<file path="src/rtl/bscan_arbiter_pkg.sv">
// bscan_arbiter_pkg: shared Bscan word geometry for the arbiter and its endpoint blocks
package bscan_arbiter_pkg;
    localparam int WIDTH_DEF = 32;
    localparam int TAGW_DEF  = 2;
    localparam int TAG_MSB   = WIDTH_DEF - 1;
    localparam int TAG_LSB   = WIDTH_DEF - TAGW_DEF;
    localparam int PAY_MSB   = TAG_LSB - 1;
    localparam int PAY_LSB   = 0;
endpackage

</file>
<file path="src/rtl/bscan_arbiter_rr_pick.sv">
// rr_pick: round-robin picker, first requester after last grant wins
module rr_pick #(
    parameter int NCH = 4,
    parameter int IW  = 2
) (
    input  logic [NCH-1:0] req,
    input  logic [IW-1:0]  last,
    output logic [NCH-1:0] grant,
    output logic [IW-1:0]  idx,
    output logic           any
);
    logic [IW-1:0] c;
    // scan farthest-to-nearest so the nearest requester after last overwrites
    always_comb begin
        grant = '0;
        idx   = last;
        any   = |req;
        c     = last;
        for (int k = NCH; k >= 1; k--) begin
            c = last + IW'(k);
            if (req[c]) begin
                idx   = c;
                grant = NCH'(1) << c;
            end
        end
    end
endmodule

</file>
<file path="src/rtl/bscan_arbiter.sv">
// bscan_arbiter: multiplexes NCH tagged channels onto one Bscan word link and demuxes replies
module bscan_arbiter
    import bscan_arbiter_pkg::*;
#(
    parameter int WIDTH = WIDTH_DEF,
    parameter int TAGW  = TAGW_DEF,
    parameter int NCH   = 2**TAGW
) (
    input  logic                        CLK,
    input  logic                        nRST,
    input  logic [NCH-1:0]              txValid,
    input  logic [NCH*(WIDTH-TAGW)-1:0] txData,
    output logic [NCH-1:0]              txAck,
    output logic                        toBscan__ENA,
    output logic [WIDTH-1:0]            toBscan_v,
    input  logic                        toBscan__RDY,
    input  logic                        fromBscan__ENA,
    input  logic [WIDTH-1:0]            fromBscan_v,
    output logic                        fromBscan__RDY,
    output logic [NCH-1:0]              rxValid,
    output logic [WIDTH-TAGW-1:0]       rxData,
    input  logic [NCH-1:0]              rxReady,
    output logic [NCH*8-1:0]            txCount
);
    localparam int PW = WIDTH - TAGW;

    logic            hValid, rValid;
    logic [TAGW-1:0] hTag, rTag, lastGrant, gIdx;
    logic [PW-1:0]   hData, rData;
    logic [NCH-1:0]  grant;
    logic            gAny, drain, load, rxLoad;
    logic [7:0]      cnt [NCH];

    rr_pick #(.NCH(NCH), .IW(TAGW)) uPick (
        .req  (txValid),
        .last (lastGrant),
        .grant(grant),
        .idx  (gIdx),
        .any  (gAny)
    );

    // handshake decode; grants are masked in reset so no ack escapes
    always_comb begin
        drain          = hValid && toBscan__RDY;
        load           = nRST && gAny && (!hValid || drain);
        txAck          = load ? grant : '0;
        toBscan__ENA   = hValid;
        toBscan_v      = {hTag, hData};
        fromBscan__RDY = !rValid || rxReady[rTag];
        rxLoad         = fromBscan__ENA && fromBscan__RDY;
        rxValid        = NCH'(rValid) << rTag;
        rxData         = rData;
    end

    // TX holding register, round-robin pointer and delivery counters
    always_ff @(posedge CLK) begin
        if (!nRST) begin
            hValid    <= 1'b0;
            hTag      <= '0;
            hData     <= '0;
            lastGrant <= TAGW'(NCH - 1);
            for (int k = 0; k < NCH; k++) cnt[k] <= 8'd0;
        end else begin
            if (load) begin
                hValid    <= 1'b1;
                hTag      <= gIdx;
                hData     <= txData[gIdx*PW +: PW];
                lastGrant <= gIdx;
            end else if (drain) begin
                hValid <= 1'b0;
            end
            if (drain) cnt[hTag] <= cnt[hTag] + 8'd1;
        end
    end

    // RX one-entry buffer; a load in the drain cycle keeps it full with the new word
    always_ff @(posedge CLK) begin
        if (!nRST) begin
            rValid <= 1'b0;
            rTag   <= '0;
            rData  <= '0;
        end else if (rxLoad) begin
            rValid <= 1'b1;
            rTag   <= fromBscan_v[WIDTH-1 -: TAGW];
            rData  <= fromBscan_v[PW-1:0];
        end else if (rValid && rxReady[rTag]) begin
            rValid <= 1'b0;
        end
    end

    genvar i;
    generate
        for (i = 0; i < NCH; i++) begin : gCnt
            assign txCount[i*8 +: 8] = cnt[i];
        end
    endgenerate
endmodule
</file>
<file path="config.mk">
export PLATFORM = sky130hd
export DESIGN_NAME = bscan_arbiter
export DESIGN_NICKNAME = d
export VERILOG_FILES = /design/src/rtl/bscan_arbiter_pkg.sv /design/src/rtl/bscan_arbiter_rr_pick.sv /design/src/rtl/bscan_arbiter.sv
export SDC_FILE = /design/constraint.sdc
export NUM_CORES = 1
export LEC_CHECK = 0
export CAP_MARGIN = 20
export CORE_MARGIN = 4
export CORE_UTILIZATION = 40
export CTS_BUF_LIST = sky130_fd_sc_hd__clkbuf_16
export CTS_CLUSTER_DIAMETER = 120
export CTS_CLUSTER_SIZE = 30
export DETAILED_ROUTE_END_ITERATION = 10
export MAX_ROUTING_LAYER = met4
export PLACE_DENSITY = 0.86
export SKIP_CTS_REPAIR_TIMING = 1
export SLEW_MARGIN = 10
export SYNTH_ARGS = -nofsm -noshare
export SYNTH_HDL_FRONTEND = slang
export SYNTH_SLANG_ARGS = --single-unit
</file>
<file path="constraint.sdc">
create_clock -name CLK -period 3 [get_ports CLK]
set_clock_uncertainty 0.05 [all_clocks]
set_input_delay 0.3 -clock CLK [delete_from_list [all_inputs] [get_ports CLK]]
set_output_delay 0.3 -clock CLK [all_outputs]
set_load 0.05 [all_outputs]
</file>
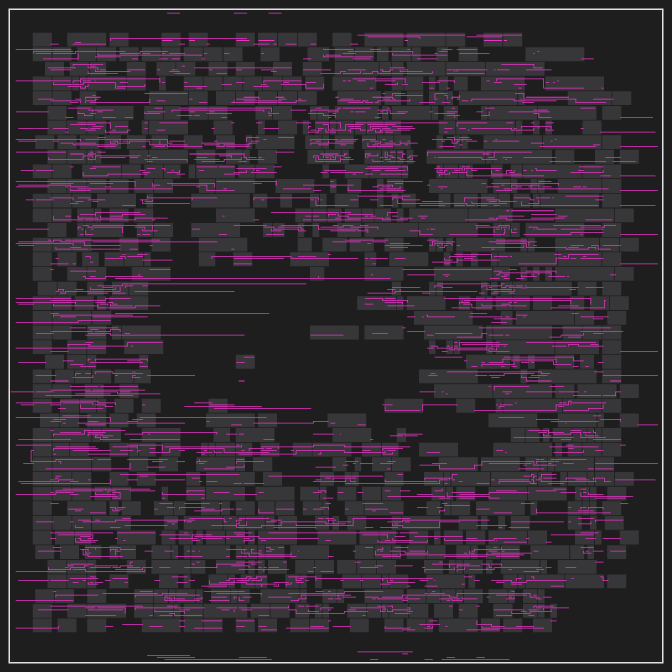
*The metal 1 layer, run 1*
longest straight run: 51.1 um
wire length on this layer: 6400 um
main direction: horizontal

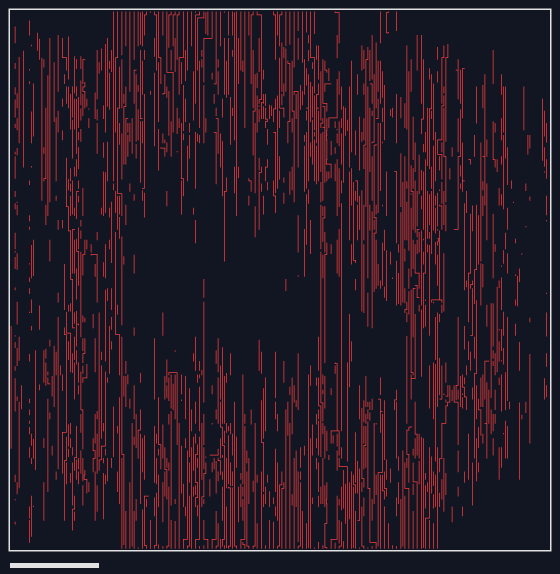
*The metal 2 layer, run 1*
Scale bar: 20 um.
share of all routed wire: 52%
longest straight run: 51.0 um

==> summary.txt, run 1 <==
The implementation run finished. The cell-mix breakdown from Yosys lists the XOR/XNOR area share as 1.74%. Row generation in the floorplan step produced 41 rows. Entering global routing, the biggest net connects 61 pins. Number of top-level pins landed at 268. Proportion of register bits with asynchronous set or reset after synthesis landed at 0%. The flow ran to the end, and the final reports show no timing, DRC or antenna violations. Die height landed at 121 um. Per the power-grid run, VDD falls by no more than 0.885 mV.

Nets still carrying antenna violations after routing amount to 0. The placement summary gives the final routability congestion estimate as 0.866. TritonRoute reported its final design rule violation total as 0. The worst hold path begins at rxData[8].

The root buffer cell chosen for the clock tree is sky130_fd_sc_hd__clkbuf_16. The worst path needs 2.83 ns of the cycle, external delays included. Compared with the post-synthesis result, the final layout area differs by 61.9%. The flow reports that combinational logic draws 59.5% of the design power. Number of enable flip-flop cells landed at 32. Across all hold checks on the routed design, the worst slack comes to 0.404 ns. STA classifies the critical path endpoint as a flip-flop.

Cell area after technology mapping landed at 5120 sq um. In this run the mean area of a mapped cell was 10.2 sq um. The horizontal die dimension reported for this design is 121 um. The count of cells in the finished layout, fillers not included, comes to 936.

Net switching fraction of the power landed at 42.7%. Synthesized netlist net count landed at 671. At the worst endpoint, the required time is 3.14 ns. Worst-skew pair later-pin latency landed at 0.34 ns. The clock passes through at most 2 buffers. After synthesis, the largest family of logic cells by area is multiplexers. The worst-case max-slew headroom was logged as 62.0%. The number of global-route vias before repair came to 5188. Endpoints failing hold in the final report were tallied at 0. Internal reg-to-reg setup slack landed at 0.17 ns. The largest total area in the synthesized netlist belongs to sky130_fd_sc_hd__dfxtp_1.

STA classifies the critical path startpoint as a flip-flop. Core utilization at floorplan landed at 40.7%. Die outline area landed at 14700 sq um. For hold timing, the worst endpoint is rxData[8]. Minimum setup slack in the final design landed at 0.171 ns.

Number of instances on the worst hold path landed at 2. The critical path starts at lastGrant[0]. The first global-routing pass estimated 25.7 mm of wire. TritonCTS built the clock tree.

Post-synthesis, Yosys gives the total cell area as 5120 sq um. Global routing used 22.9% of the available tracks. Overall power after layout landed at 7.40 mW. Multiplexer cells account for 18.1% of the synthesized area. Number of vias per cell after detailed routing landed at 5.27. Total wire length after detailed routing landed at 16.9 mm.

Transition time at the pin with the least slew margin landed at 0.568 ns. The stage logs contain a warning count of 30. Global route total overflow landed at 0. In the power breakdown, the internal column shows 4.24 mW. Area fraction in and, or, nand and nor cells landed at 13.2%.

The capture point of the critical path was reported as hData[19]. Fmax landed at 353 MHz. The worst register-to-register path begins at lastGrant[0].

Post-synthesis compound-gate area fraction landed at 14.6%. Total power density per cell area landed at 893 nW/um^2. Summed area of non-filler cells in the final layout landed at 8280 sq um.
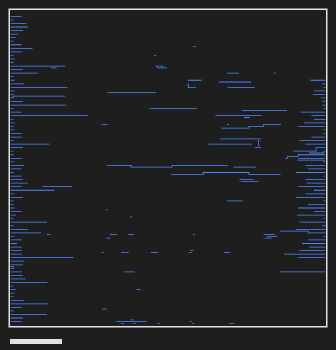
*The metal 3 layer, run 1*
Scale bar: 20 um.
share of all routed wire: 6.8%
longest straight run: 29.2 um

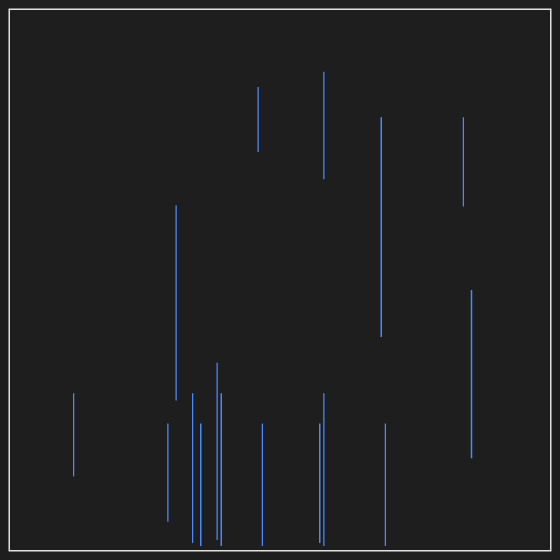
*Met4 routing, run 1*
wire length on this layer: 477 um
share of all routed wire: 2.8%

-- run 1: layer usage --
layer,GRT usage [%],up-vias,part of all wire [%]
met5,-,-,0
met4,9.49,0,2.8
met3,4.66,36,6.8
met2,41.0,224,52
met1,24.8,2356,38
li1,-,2315,-
-- run 1: area by class of cell --
class	instances	area [sq um]	share of cell area, %
Inverter	13	48.8	0.589
Tap cell	172	215	2.60
Clock buffer	9	225	2.72
Timing Repair Buffer	281	2830	34.2
Clock inverter	7	63.8	0.771
Antenna cell	1	2.50	0.0302
Sequential cell	102	2360	28.5
Multi-Input combinational cell	351	2530	30.6
-- run 1: worst max-delay path, cell delays in order (launching register included) --
cell and delay (ns):
sky130_fd_sc_hd__dfxtp_1 0.35, sky130_fd_sc_hd__inv_2 0.07, sky130_fd_sc_hd__ha_1 0.41, sky130_fd_sc_hd__mux4_2 0.65
sky130_fd_sc_hd__a21oi_4 0.23, sky130_fd_sc_hd__xnor2_4 0.16, sky130_fd_sc_hd__buf_12 0.32, sky130_fd_sc_hd__mux2i_1 0.26
sky130_fd_sc_hd__o221ai_1 0.14
-- run 1: cells in the mapped netlist, types with 2 or more instances --
cell type                  number
sky130_fd_sc_hd__a21boi_0      17
sky130_fd_sc_hd__a21boi_1      17
sky130_fd_sc_hd__a21oi_1        2
sky130_fd_sc_hd__a221oi_1      21
sky130_fd_sc_hd__and2_1         2
sky130_fd_sc_hd__buf_1          4
sky130_fd_sc_hd__buf_6          5
sky130_fd_sc_hd__buf_8          2
sky130_fd_sc_hd__clkbuf_1      23
sky130_fd_sc_hd__dfxtp_1       70
sky130_fd_sc_hd__edfxtp_1      32
sky130_fd_sc_hd__ha_1           6
sky130_fd_sc_hd__inv_1         11
sky130_fd_sc_hd__inv_2          2
sky130_fd_sc_hd__mux2i_1       62
sky130_fd_sc_hd__mux4_2        13
sky130_fd_sc_hd__nand2_1       97
sky130_fd_sc_hd__nand2b_1       5
sky130_fd_sc_hd__nand3_1        4
sky130_fd_sc_hd__nand4_1        2
sky130_fd_sc_hd__nor2_1        41
sky130_fd_sc_hd__nor2b_1        5
sky130_fd_sc_hd__o21ai_0       17
sky130_fd_sc_hd__o221ai_1      16
sky130_fd_sc_hd__o31a_1         4
sky130_fd_sc_hd__xnor2_1        3
sky130_fd_sc_hd__xor2_1         4
-- run 1: registers in the layout, summed over array words and instances, names as in the netlist, named ones only --
signal and cells:
cnt 32, hData 30, rxData 30, hTag 2, lastGrant 2, rTag 2
rValid 1, toBscan__ENA 1
-- run 1: power groups by stage --
stage | Clock [mW] | Combinational (mW) | Sequential [mW]
finish | 1.15 | 4.40 | 1.85
global route | 1.23 | 4.67 | 1.88
CTS | 1.17 | 4.41 | 1.85
floorplan | 0 | 2.66 | 2.52
detailed placement | 0 | 4.39 | 1.87
global placement | 0 | 4.25 | 1.86
-- run 1: kinds of logic after synthesis --
family | count (synthesis)
simple gates | 163
flops | 102
compound gates | 98
mux | 76
buf+inv | 48
xor+xnor | 8
fa+ha+maj | 6
## Run 2: what changed since run 1
--- a/config.mk
+++ b/config.mk
@@ -14,6 +14,7 @@
 export DETAILED_ROUTE_END_ITERATION = 10
 export MAX_ROUTING_LAYER = met4
 export PLACE_DENSITY = 0.86
+export REMOVE_ABC_BUFFERS = 1
 export SKIP_CTS_REPAIR_TIMING = 1
 export SLEW_MARGIN = 10
 export SYNTH_ARGS = -nofsm -noshare
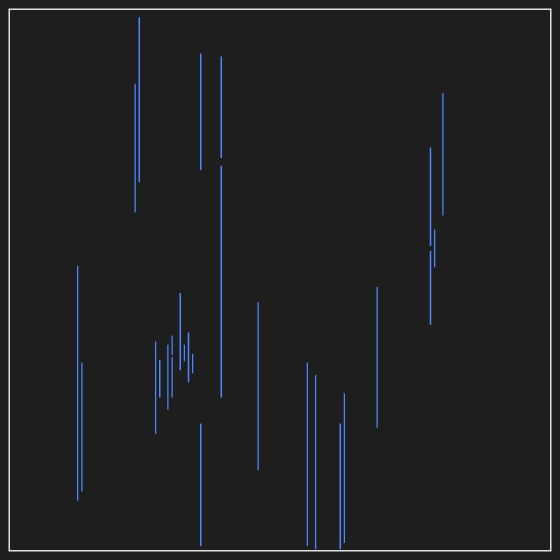
*Met4 routing, run 2*
main direction: vertical
share of all routed wire: 3.7%
wire length on this layer: 647 um
longest straight run: 52.4 um
nets with wire on the layer: 26

==> run 2 against run 1 <==
  * Clock power shrank 7%
  * Core utilization is 0.69 points higher
  * First-iteration DRC count is 5.9% higher
  * Maximum frequency down 1.8%
  * Hold slack lost 0.15 ns
  * Via count grew 3.0%
  * Die size stayed put
  * Wire length up 4.5%
  * Setup slack got worse by 0.052 ns
  * Total power increased by 4.4%
  * Critical endpoint is now txAck[0]
  * Highest routed layer unchanged
==> summary.txt, run 2 <==
The implementation run finished. Result of the run: complete, no violations (unchanged). The total power density per cell area came to 923 nW/um^2 (was 893 nW/um^2). Worst slew slack as a fraction of its limit landed at 48.2% (was 62.0%). The pin count of the biggest net entering global routing is 53 (was 61). The cell accounting for the most synthesized area was sky130_fd_sc_hd__dfxtp_1 (unchanged). The startpoint-to-endpoint class of the critical path is reg -> out (was reg -> reg). The utilization after layout was 66.6% (was 65.9%). Total wire length after detailed routing landed at 17.7 mm (was 16.9 mm).

The first-pass GRT wire length was 26.7 mm (was 25.7 mm). The placement-stage worst setup slack is -0.0276 ns (was 0.174 ns). The cell area after technology mapping is 5120 sq um (unchanged). The number of levels in the clock H-tree is 3 (unchanged). The residual antenna-violating net count after detailed routing is 0 (unchanged). The overall power after layout is 7.72 mW (was 7.40 mW). The number of antenna violations at the first check in global routing came to 0 (was 1). Fmax landed at 347 MHz (was 353 MHz). Post-synth top cells: sky130_fd_sc_hd__nand2_1, sky130_fd_sc_hd__dfxtp_1, sky130_fd_sc_hd__mux2i_1, sky130_fd_sc_hd__nor2_1, sky130_fd_sc_hd__edfxtp_1 (unchanged). The global route total overflow was 0 (unchanged). The overall fraction of global-route tracks in use came to 23.9% (was 22.9%). The flip-flop count of the largest register, all copies and words added came to 32 (unchanged).

The logic area came to 2550 sq um (was 2530 sq um). Die outline area landed at 14700 sq um (unchanged). The type of the worst min-delay path was in -> reg (was reg -> reg). The root buffer cell was sky130_fd_sc_hd__clkbuf_16 (unchanged).

Storage element area landed at 2360 sq um (unchanged). The die height is 121 um (unchanged). The TritonCTS clock tree was yes (unchanged). Number of top-level pins landed at 268 (unchanged).

Number of enable flip-flop cells landed at 32 (unchanged). The worst-skew pair later-pin latency was 0.34 ns (about the same). The dominant logic cell type in the layout is sky130_fd_sc_hd__clkdlybuf4s50_1 (unchanged).

Total setup violations reported at the end of the flow landed at 0 (unchanged). Final standard cell count with taps included and fillers excluded landed at 942 (was 936). The proportion of register bits with asynchronous set or reset after synthesis was 0% (unchanged). Number of hold-slack violations in the final timing report landed at 0 (unchanged). The number of instances on the worst hold path is 3 (was 2). The register share after synthesis came to 46.2% (unchanged). The most repeated cell in the gate-level netlist after synthesis is sky130_fd_sc_hd__nand2_1 (unchanged). Depth of the worst register-to-register path landed at 9 (was 8). Count of nets after finishing landed at 935 (was 928). The area growth from synthesis to layout was 63.6% (was 61.9%).

The weighted congestion at the end of routability-driven global placement is 0.862 (was 0.866). The via count of the routed design came to 5080 (was 4931). Most frequently placed logic cells in the final layout: sky130_fd_sc_hd__clkdlybuf4s50_1, sky130_fd_sc_hd__nand2_1, sky130_fd_sc_hd__dfxtp_1 (unchanged). Proportion of layout cells with a drive suffix above 1 landed at 8.31% (was 7.60%). Row count landed at 41 (unchanged).

The buffer depth of the longest clock path is 2 (unchanged). The count of max-cap constraint violations was 0 (unchanged). Number of global-route vias before repair landed at 5275 (was 5188). HPWL after detailed placement landed at 13.6 mm (was 13.0 mm). The minimum clock period came to 2.88 ns (was 2.83 ns). Die span in x landed at 121 um (unchanged). The type of element launching the critical path is a flip-flop (unchanged).

Number of slew-limit violations in the final report landed at 0 (unchanged). The worst endpoint required time is 2.65 ns (was 3.14 ns). The transition time at the pin with the least slew margin came to 0.777 ns (was 0.568 ns). The summed standard-cell area reported by yosys was 5120 sq um (unchanged). The DRC marker count from the first detailed-route iteration is 288 (was 272). The most flop-heavy register was cnt (unchanged).

The number of vias per cell after detailed routing is 5.39 (was 5.27). Area fraction of the dominant cell type after synthesis landed at 27.4% (unchanged). Warning total across the stage logs landed at 29 (was 30). The number of diodes was 0 (was 1). The type of element capturing the critical path is a primary output (was flip-flop). Clock buffer count from CTS landed at 9 (unchanged).

The minimum setup slack in the final design came to 0.119 ns (was 0.171 ns). The most frequently used flop master after synthesis is sky130_fd_sc_hd__dfxtp_1 (unchanged). The worst voltage drop across the vdd grid came to 1.05 mV (was 0.885 mV). The first-pass iteration count of the detailed router is 5 (was 4). The quantity of I/O buffers inserted on ports is 267 (unchanged).

Leakage power summed over all cells landed at 3.24 nW (was 3.21 nW). The count of unresolved DRC violations after routing came to 0 (unchanged). Core utilization at floorplan landed at 40.7% (unchanged). The average footprint of a synthesized cell is 10.2 sq um (unchanged).
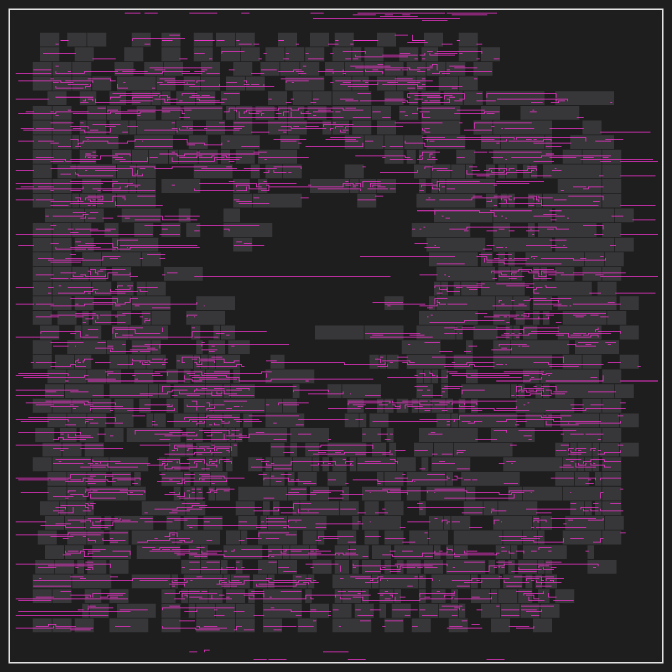
*The metal 1 layer, run 2*
share of all routed wire: 36%
wire length on this layer: 6280 um
main direction: horizontal
nets with wire on the layer: 844
longest straight run: 36.3 um

[run 2: cell counts after synthesis]
Identical to the previous run, type by type.
[run 2: cell families after synthesis]
| group | Yosys count | share of synthesized area [%] |
|---|---|---|
| buf+inv | 48 | 4.72 |
| simple gates | 163 | 13.2 |
| flops | 102 | 46.2 |
| fa+ha+maj | 6 | 1.47 |
| mux | 76 | 18.1 |
| xor+xnor | 8 | 1.74 |
| compound gates | 98 | 14.6 |
[run 2: worst paths after layout]
check	start	end	slack, ns
worst max-delay path	lastGrant[0]	txAck[0]	0.12
worst min-delay path	nRST	flip-flop	0.25
worst max register to register	lastGrant[0]	hData[27]	0.20
worst min register to register	rxData[9]	rxData[9]	0.40
[run 2: stage by stage]
step           setup TNS [ns]  hold slack (ns)  instance area (sq um)
6_report                    0            0.251                   8370
5_1_grt                     0            0.269                   8370
4_1_cts                -0.121            0.238                   8260
3_5_place_dp          -0.0754            0.396                   7990
3_3_place_gp                0            0.392                   7990
2_1_floorplan          -28.25            0.312                   4920
[run 2: critical path: stages, from the launching register on]
cell	delay, ns
sky130_fd_sc_hd__dfxtp_1	0.36
sky130_fd_sc_hd__inv_2	0.07
sky130_fd_sc_hd__ha_2	0.41
sky130_fd_sc_hd__mux4_2	0.61
sky130_fd_sc_hd__o31a_1	0.33
sky130_fd_sc_hd__nor2_1	0.22
sky130_fd_sc_hd__buf_12	0.18
[run 2: report_power, final]
part / switching (mW) / internal [mW] / total [mW]
logic: 2.60 / 2.22 / 4.82
clock network: 0.512 / 0.556 / 1.07
registers: 0.163 / 1.67 / 1.83
[run 2: per-layer routing]
layer / routed length [um] / up-vias / part of all wire (%) / global-route usage (%)
met5: 0 / - / 0 / -
met1: 6280 / 2425 / 36 / 24.7
met4: 647 / 0 / 3.7 / 9.84
met3: 1120 / 58 / 6.4 / 3.92
met2: 9620 / 256 / 54 / 44.7
li1: - / 2341 / - / -
[run 2: final cells by class]
class | count | share of cell area [%]
multi-input cells | 352 | 30.5
clock buffers | 9 | 2.69
clock inverters | 7 | 0.508
well taps | 172 | 2.57
repair buffers | 287 | 34.9
inverters | 13 | 0.583
flip-flops and latches | 102 | 28.2
Power and IR drop assume default switching activity.
